**Routing congestion**

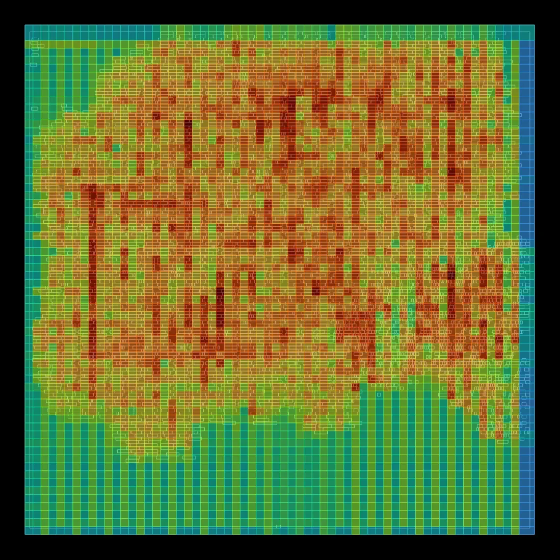
**Sequential cells grouped by signal name**

Other sequential cells in the stronger grey, the rest of the logic in the fainter grey.
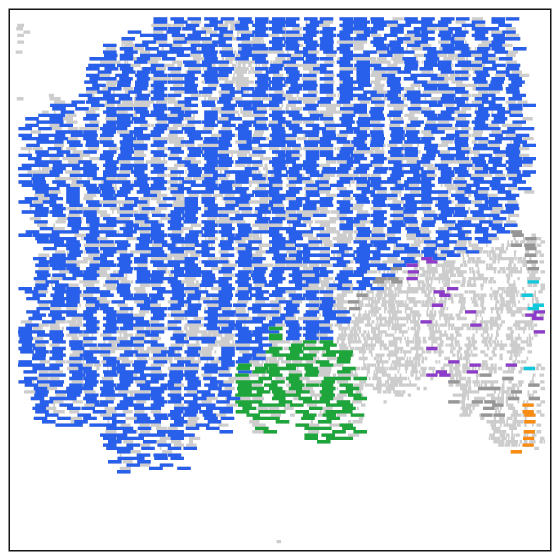
**The metal 2 layer**

Cells faint in the background.
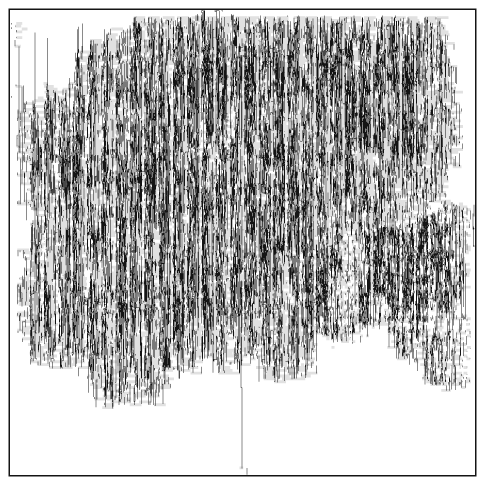
$ cat src/rtl/conv_pe_pkg.sv
`default_nettype none
// ============================================================================
// Module      : conv_pe_pkg
// Description : Shared state encoding, geometry helpers and requantisation
//               function for the convolution processing element.
// Revision    : 1.0
// ============================================================================
package conv_pe_pkg;

    localparam int SHIFT_W    = 5;
    localparam int STATE_W    = 2;
    localparam int SAT_CALC_W = 64;

    typedef logic [STATE_W-1:0] state_t;

    localparam logic [STATE_W-1:0] ST_IDLE = 2'd0;
    localparam logic [STATE_W-1:0] ST_MAC  = 2'd1;
    localparam logic [STATE_W-1:0] ST_OUT  = 2'd2;

    function automatic int clog2_min1(input int n);
        return (n <= 1) ? 1 : $clog2(n);
    endfunction

    function automatic int out_dim(input int img, input int k, input int s);
        return (img - k) / s + 1;
    endfunction

    // Arithmetic shift, optional ReLU, then clamp to a signed data_w range.
    function automatic logic signed [SAT_CALC_W-1:0] sat_relu(
        input logic signed [SAT_CALC_W-1:0] acc,
        input logic [SHIFT_W-1:0]           shift,
        input logic                         relu,
        input int                           data_w
    );
        logic signed [SAT_CALC_W-1:0] r;
        logic signed [SAT_CALC_W-1:0] hi;
        logic signed [SAT_CALC_W-1:0] lo;
        r  = acc >>> shift;
        if (relu && r[SAT_CALC_W-1]) begin
            r = 64'sd0;
        end
        hi = (64'sd1 <<< (data_w - 1)) - 64'sd1;
        lo = -hi - 64'sd1;
        if (r > hi) begin
            r = hi;
        end else if (r < lo) begin
            r = lo;
        end
        return r;
    endfunction

endpackage
`default_nettype wire

$ cat src/rtl/pe_mac.sv
`default_nettype none
// ============================================================================
// Module      : pe_mac
// Description : Clearable accumulator of (pix - z) * flt with a requantised,
//               saturated view of the value being written this cycle.
// Revision    : 1.0
// ============================================================================
module pe_mac
    import conv_pe_pkg::*;
#(
    parameter int DATA_W = 8,
    parameter int ACC_W  = 24
) (
    input  logic               clk,
    input  logic               rst,
    input  logic               clr_i,
    input  logic               en_i,
    input  logic [DATA_W-1:0]  pix_i,
    input  logic [DATA_W-1:0]  z_i,
    input  logic [DATA_W-1:0]  flt_i,
    input  logic [SHIFT_W-1:0] shift_i,
    input  logic               relu_i,
    output logic [DATA_W-1:0]  res_o
);

    localparam int PROD_W = 2 * DATA_W + 1;

    logic signed [DATA_W:0]   w_diff;
    logic signed [PROD_W-1:0] w_prod;
    logic signed [ACC_W-1:0]  acc_q;
    logic signed [ACC_W-1:0]  acc_d;

    always_comb begin
        w_diff = $signed({1'b0, pix_i}) - $signed({1'b0, z_i});
        w_prod = PROD_W'(w_diff) * PROD_W'($signed(flt_i));
        acc_d  = (clr_i ? '0 : acc_q) + (en_i ? ACC_W'(w_prod) : '0);
        // Result reflects acc_d so the final tap is included on the same edge.
        res_o  = DATA_W'(sat_relu(SAT_CALC_W'(acc_d), shift_i, relu_i, DATA_W));
    end

    always_ff @(posedge clk or posedge rst) begin
        if (rst) begin
            acc_q <= '0;
        end else if (clr_i || en_i) begin
            acc_q <= acc_d;
        end
    end

endmodule
`default_nettype wire

$ cat src/rtl/conv_pe_stream.sv
`default_nettype none
// ============================================================================
// Module      : conv_pe_stream
// Description : Multi-channel convolution PE: loadable image/filter memories,
//               one MAC per cycle, valid/ready result stream.
// Revision    : 1.0
// ============================================================================
module conv_pe_stream
    import conv_pe_pkg::*;
#(
    parameter int DATA_W   = 8,
    parameter int ACC_W    = 24,
    parameter int IMG_SIZE = 16,
    parameter int K        = 4,
    parameter int NUM_CH   = 1,
    parameter int STRIDE   = 1
) (
    input  logic                                         clk,
    input  logic                                         rst,
    input  logic                                         ld_en,
    input  logic                                         ld_sel,
    input  logic [clog2_min1(NUM_CH)-1:0]                ld_ch,
    input  logic [clog2_min1(IMG_SIZE*IMG_SIZE)-1:0]     ld_adr,
    input  logic [DATA_W-1:0]                            ld_data,
    input  logic                                         start,
    input  logic [DATA_W-1:0]                            cfg_z,
    input  logic [SHIFT_W-1:0]                           cfg_shift,
    input  logic                                         cfg_relu,
    output logic                                         busy,
    output logic                                         out_valid,
    input  logic                                         out_ready,
    output logic [DATA_W-1:0]                            out_data,
    output logic [clog2_min1(out_dim(IMG_SIZE, K, STRIDE) *
                             out_dim(IMG_SIZE, K, STRIDE))-1:0] out_idx,
    output logic                                         out_last,
    output logic                                         done
);

    localparam int OUT_DIM    = out_dim(IMG_SIZE, K, STRIDE);
    localparam int CH_W       = clog2_min1(NUM_CH);
    localparam int KW         = clog2_min1(K);
    localparam int OW         = clog2_min1(OUT_DIM);
    localparam int IDX_W      = clog2_min1(OUT_DIM * OUT_DIM);
    localparam int FA_W       = clog2_min1(K * K);
    localparam int IMEM_DEPTH = NUM_CH * IMG_SIZE * IMG_SIZE;
    localparam int FMEM_DEPTH = NUM_CH * K * K;
    localparam int IMEM_AW    = clog2_min1(IMEM_DEPTH);
    localparam int FMEM_AW    = clog2_min1(FMEM_DEPTH);

    localparam logic [CH_W-1:0] CH_MAX = CH_W'(NUM_CH - 1);
    localparam logic [KW-1:0]   K_MAX  = KW'(K - 1);
    localparam logic [OW-1:0]   O_MAX  = OW'(OUT_DIM - 1);

    logic [DATA_W-1:0] img_mem [IMEM_DEPTH];
    logic [DATA_W-1:0] flt_mem [FMEM_DEPTH];

    state_t             state_q, state_d;
    logic [KW-1:0]      kx_q, kx_d, ky_q, ky_d;
    logic [CH_W-1:0]    c_q, c_d;
    logic [OW-1:0]      ox_q, ox_d, oy_q, oy_d;
    logic [DATA_W-1:0]  z_q, z_d;
    logic [SHIFT_W-1:0] shift_q, shift_d;
    logic               relu_q, relu_d;
    logic [DATA_W-1:0]  out_data_q, out_data_d;
    logic [IDX_W-1:0]   out_idx_q, out_idx_d;
    logic               out_last_q, out_last_d;
    logic               done_q, done_d;

    logic               w_ld_ok, w_ld_flt_ok;
    logic [FA_W-1:0]    w_ld_flt_lo;
    logic [IMEM_AW-1:0] w_ld_img_adr, w_rd_img_adr;
    logic [FMEM_AW-1:0] w_ld_flt_adr, w_rd_flt_adr;
    logic               w_last_tap, w_last_win;
    logic               w_mac_clr, w_mac_en;
    logic [DATA_W-1:0]  w_pix, w_flt, w_mac_res;

    assign busy      = (state_q != ST_IDLE);
    assign out_valid = (state_q == ST_OUT);
    assign out_data  = out_data_q;
    assign out_idx   = out_idx_q;
    assign out_last  = out_last_q;
    assign done      = done_q;

    always_comb begin
        w_ld_ok      = ld_en && !busy && (32'(ld_ch) < 32'(NUM_CH));
        w_ld_flt_lo  = ld_adr[FA_W-1:0];
        w_ld_flt_ok  = (32'(w_ld_flt_lo) < 32'(K * K));
        w_ld_img_adr = IMEM_AW'(32'(ld_ch) * 32'(IMG_SIZE * IMG_SIZE) + 32'(ld_adr));
        w_ld_flt_adr = FMEM_AW'(32'(ld_ch) * 32'(K * K) + 32'(w_ld_flt_lo));
        w_rd_img_adr = IMEM_AW'(32'(c_q) * 32'(IMG_SIZE * IMG_SIZE)
                     + (32'(oy_q) * 32'(STRIDE) + 32'(ky_q)) * 32'(IMG_SIZE)
                     + 32'(ox_q) * 32'(STRIDE) + 32'(kx_q));
        w_rd_flt_adr = FMEM_AW'(32'(c_q) * 32'(K * K) + 32'(ky_q) * 32'(K) + 32'(kx_q));
        w_pix        = img_mem[w_rd_img_adr];
        w_flt        = flt_mem[w_rd_flt_adr];
    end

    // Memories carry no reset so operands survive rst and successive layers.
    always_ff @(posedge clk) begin
        if (w_ld_ok) begin
            if (!ld_sel) begin
                img_mem[w_ld_img_adr] <= ld_data;
            end else if (w_ld_flt_ok) begin
                flt_mem[w_ld_flt_adr] <= ld_data;
            end
        end
    end

    always_comb begin
        state_d    = state_q;
        kx_d       = kx_q;
        ky_d       = ky_q;
        c_d        = c_q;
        ox_d       = ox_q;
        oy_d       = oy_q;
        z_d        = z_q;
        shift_d    = shift_q;
        relu_d     = relu_q;
        out_data_d = out_data_q;
        out_idx_d  = out_idx_q;
        out_last_d = out_last_q;
        done_d     = 1'b0;
        w_mac_clr  = 1'b0;
        w_mac_en   = 1'b0;
        w_last_tap = (c_q == CH_MAX) && (ky_q == K_MAX) && (kx_q == K_MAX);
        w_last_win = (ox_q == O_MAX) && (oy_q == O_MAX);

        case (state_q)
            ST_IDLE: begin
                if (start) begin
                    state_d   = ST_MAC;
                    w_mac_clr = 1'b1;
                    kx_d      = '0;
                    ky_d      = '0;
                    c_d       = '0;
                    ox_d      = '0;
                    oy_d      = '0;
                    z_d       = cfg_z;
                    shift_d   = cfg_shift;
                    relu_d    = cfg_relu;
                end
            end
            ST_MAC: begin
                w_mac_en = 1'b1;
                if (kx_q != K_MAX) begin
                    kx_d = kx_q + KW'(1);
                end else begin
                    kx_d = '0;
                    if (ky_q != K_MAX) begin
                        ky_d = ky_q + KW'(1);
                    end else begin
                        ky_d = '0;
                        c_d  = (c_q == CH_MAX) ? '0 : c_q + CH_W'(1);
                    end
                end
                if (w_last_tap) begin
                    state_d    = ST_OUT;
                    out_data_d = w_mac_res;
                    out_idx_d  = IDX_W'(32'(oy_q) * 32'(OUT_DIM) + 32'(ox_q));
                    out_last_d = w_last_win;
                end
            end
            ST_OUT: begin
                if (out_ready) begin
                    if (w_last_win) begin
                        state_d = ST_IDLE;
                        done_d  = 1'b1;
                    end else begin
                        state_d   = ST_MAC;
                        w_mac_clr = 1'b1;
                        if (ox_q != O_MAX) begin
                            ox_d = ox_q + OW'(1);
                        end else begin
                            ox_d = '0;
                            oy_d = oy_q + OW'(1);
                        end
                    end
                end
            end
            default: begin
                state_d = ST_IDLE;
            end
        endcase
    end

    always_ff @(posedge clk or posedge rst) begin
        if (rst) begin
            state_q    <= ST_IDLE;
            kx_q       <= '0;
            ky_q       <= '0;
            c_q        <= '0;
            ox_q       <= '0;
            oy_q       <= '0;
            z_q        <= '0;
            shift_q    <= '0;
            relu_q     <= 1'b0;
            out_data_q <= '0;
            out_idx_q  <= '0;
            out_last_q <= 1'b0;
            done_q     <= 1'b0;
        end else begin
            state_q    <= state_d;
            kx_q       <= kx_d;
            ky_q       <= ky_d;
            c_q        <= c_d;
            ox_q       <= ox_d;
            oy_q       <= oy_d;
            z_q        <= z_d;
            shift_q    <= shift_d;
            relu_q     <= relu_d;
            out_data_q <= out_data_d;
            out_idx_q  <= out_idx_d;
            out_last_q <= out_last_d;
            done_q     <= done_d;
        end
    end

    pe_mac #(
        .DATA_W (DATA_W),
        .ACC_W  (ACC_W)
    ) u_pe_mac (
        .clk     (clk),
        .rst     (rst),
        .clr_i   (w_mac_clr),
        .en_i    (w_mac_en),
        .pix_i   (w_pix),
        .z_i     (z_q),
        .flt_i   (w_flt),
        .shift_i (shift_q),
        .relu_i  (relu_q),
        .res_o   (w_mac_res)
    );

endmodule
`default_nettype wire

$ cat config.mk
export PLATFORM = sky130hd
export DESIGN_NAME = conv_pe_stream
export DESIGN_NICKNAME = d
export VERILOG_FILES = /design/src/rtl/conv_pe_pkg.sv /design/src/rtl/pe_mac.sv /design/src/rtl/conv_pe_stream.sv
export SDC_FILE = /design/constraint.sdc
export NUM_CORES = 2
export LEC_CHECK = 0
export ABC_CLOCK_PERIOD_IN_PS = 39100
export CAP_MARGIN = 20
export CORE_MARGIN = 4
export CORE_UTILIZATION = 50
export CTS_CLUSTER_SIZE = 14
export DETAILED_ROUTE_END_ITERATION = 10
export PLACE_DENSITY = 0.77
export SKIP_LAST_GASP = 1
export SLEW_MARGIN = 10
export SYNTH_ARGS = -nofsm -noshare
export SYNTH_HDL_FRONTEND = slang
export SYNTH_SLANG_ARGS = --single-unit
export TNS_END_PERCENT = 20
$ cat constraint.sdc
create_clock -name clk -period 39.1 [get_ports clk]
set_input_delay 7.82 -clock clk [delete_from_list [all_inputs] [get_ports clk]]
set_output_delay 7.82 -clock clk [all_outputs]
set_load 0.01 [all_outputs]
==> run notes <==
• 18.12 ns — CP Data Arrival Time
• 266 — clock buf count
• 0 — DRT antenna net count
• 69.7% — Synth top area share
• 0 — count of endpoints failing hold in the final timing report
• 47.8k — number of vias after detailed routing
• 5021 — number of nets in the layout
• 56 — count of input and output buffers
• 57 — # IOs
• 0.06 ns — clock input transition at the sequential cells of the worst setup and hold paths
• 1.26 ns — Worst Max-Slew Pin Slew
• 339000 um — wire length of the first global-routing pass
• 0 — YS warnings
• 0.104 mm^2 — final instance area
• 0 — count of buffers added by post-CTS timing repair for setup
• 8 — count of buffering cells on the critical path with inverters included
• 2 — Hold Crit Depth
• complete, no violations — run status
• no — RSZ-0062 raised after global routing
• 13.3k — Filler cells
Notes on 'routing congestion' above:
drt wl/cell: 30.6 um
total global-route track usage: 23.8%
M3 GR Usage: 4.48%
met2 routing resource usage after global routing: 37.5%

Notes on 'sequential cells grouped by signal name' above:
legend:
  blue:
    signal: img_mem
    placed_flops: 2048
  cyan:
    signal: shift_q
    placed_flops: 5
    where: east
  purple:
    signal: u_pe_mac.acc_q
    placed_flops: 24
    where: east
  green:
    signal: flt_mem
    placed_flops: 128
  orange:
    signal: out_idx
    placed_flops: 8
    where: south-east
not coloured: 33
final core utilization: 55.8%
Sequential cell area: 0.0671 mm^2
flop share of the area: 64.6%

Notes on 'the metal 2 layer' above:
share of all routed wire: 49%
nets with wire on the layer: 4601
longest straight run: 133 um
main direction: vertical
wire length on this layer: 111 mm

## placed cells by master (no fill, tap or decap), drive strengths merged, types with 38 or more instances in the layout
master and instances:
edfxtp 2176, and2 38, a21oi 85, dfrtp 70, nor2 434, xnor2 43
ha 89, nand3 41, nand2 163, o21ai 82, clkdlybuf4s50 48, clkinv 86
mux4 709, inv 146, buf 88, clkbuf 266, fa 68
## flip-flops by register name (all words and copies together) (netlist names), 2 cells and up
name	flops
out_data	8
flt_mem	128
kx_q	2
oy_q	4
ky_q	2
ox_q	4
state_q	2
img_mem	2048
u_pe_mac.acc_q	24
z_q	8
shift_q	5
out_idx	8
## per-layer routing
layer / vias to the layer above / GRT usage [%]
met3: 411 / 4.48
li1: 19400 / -
met4: 4 / 8.09
met2: 2899 / 37.5
met5: - / 0
met1: 25000 / 33.9
## worst max path at each step
stage            start          end  slack (ns)
2_1_floorplan  kx_q[1]  out_data[0]       25.19
3_3_place_gp   ox_q[0]  out_data[6]       21.90
3_5_place_dp   ox_q[0]  out_data[1]       21.60
4_1_cts        ox_q[0]  out_data[4]       21.55
5_1_grt        ox_q[0]  out_data[4]       20.38
6_report       ox_q[0]  out_data[4]       21.65
## kinds of logic after synthesis
family,Yosys count,share of synthesized area [%]
XOR/XNOR,59,0.582
multiplexers,751,17.5
AND/OR/NAND/NOR,796,3.70
adder cells (fa/ha/maj),157,2.64
AND-OR/OR-AND,332,2.38
flip-flops,2246,71.6
buffers and inverters,401,1.63
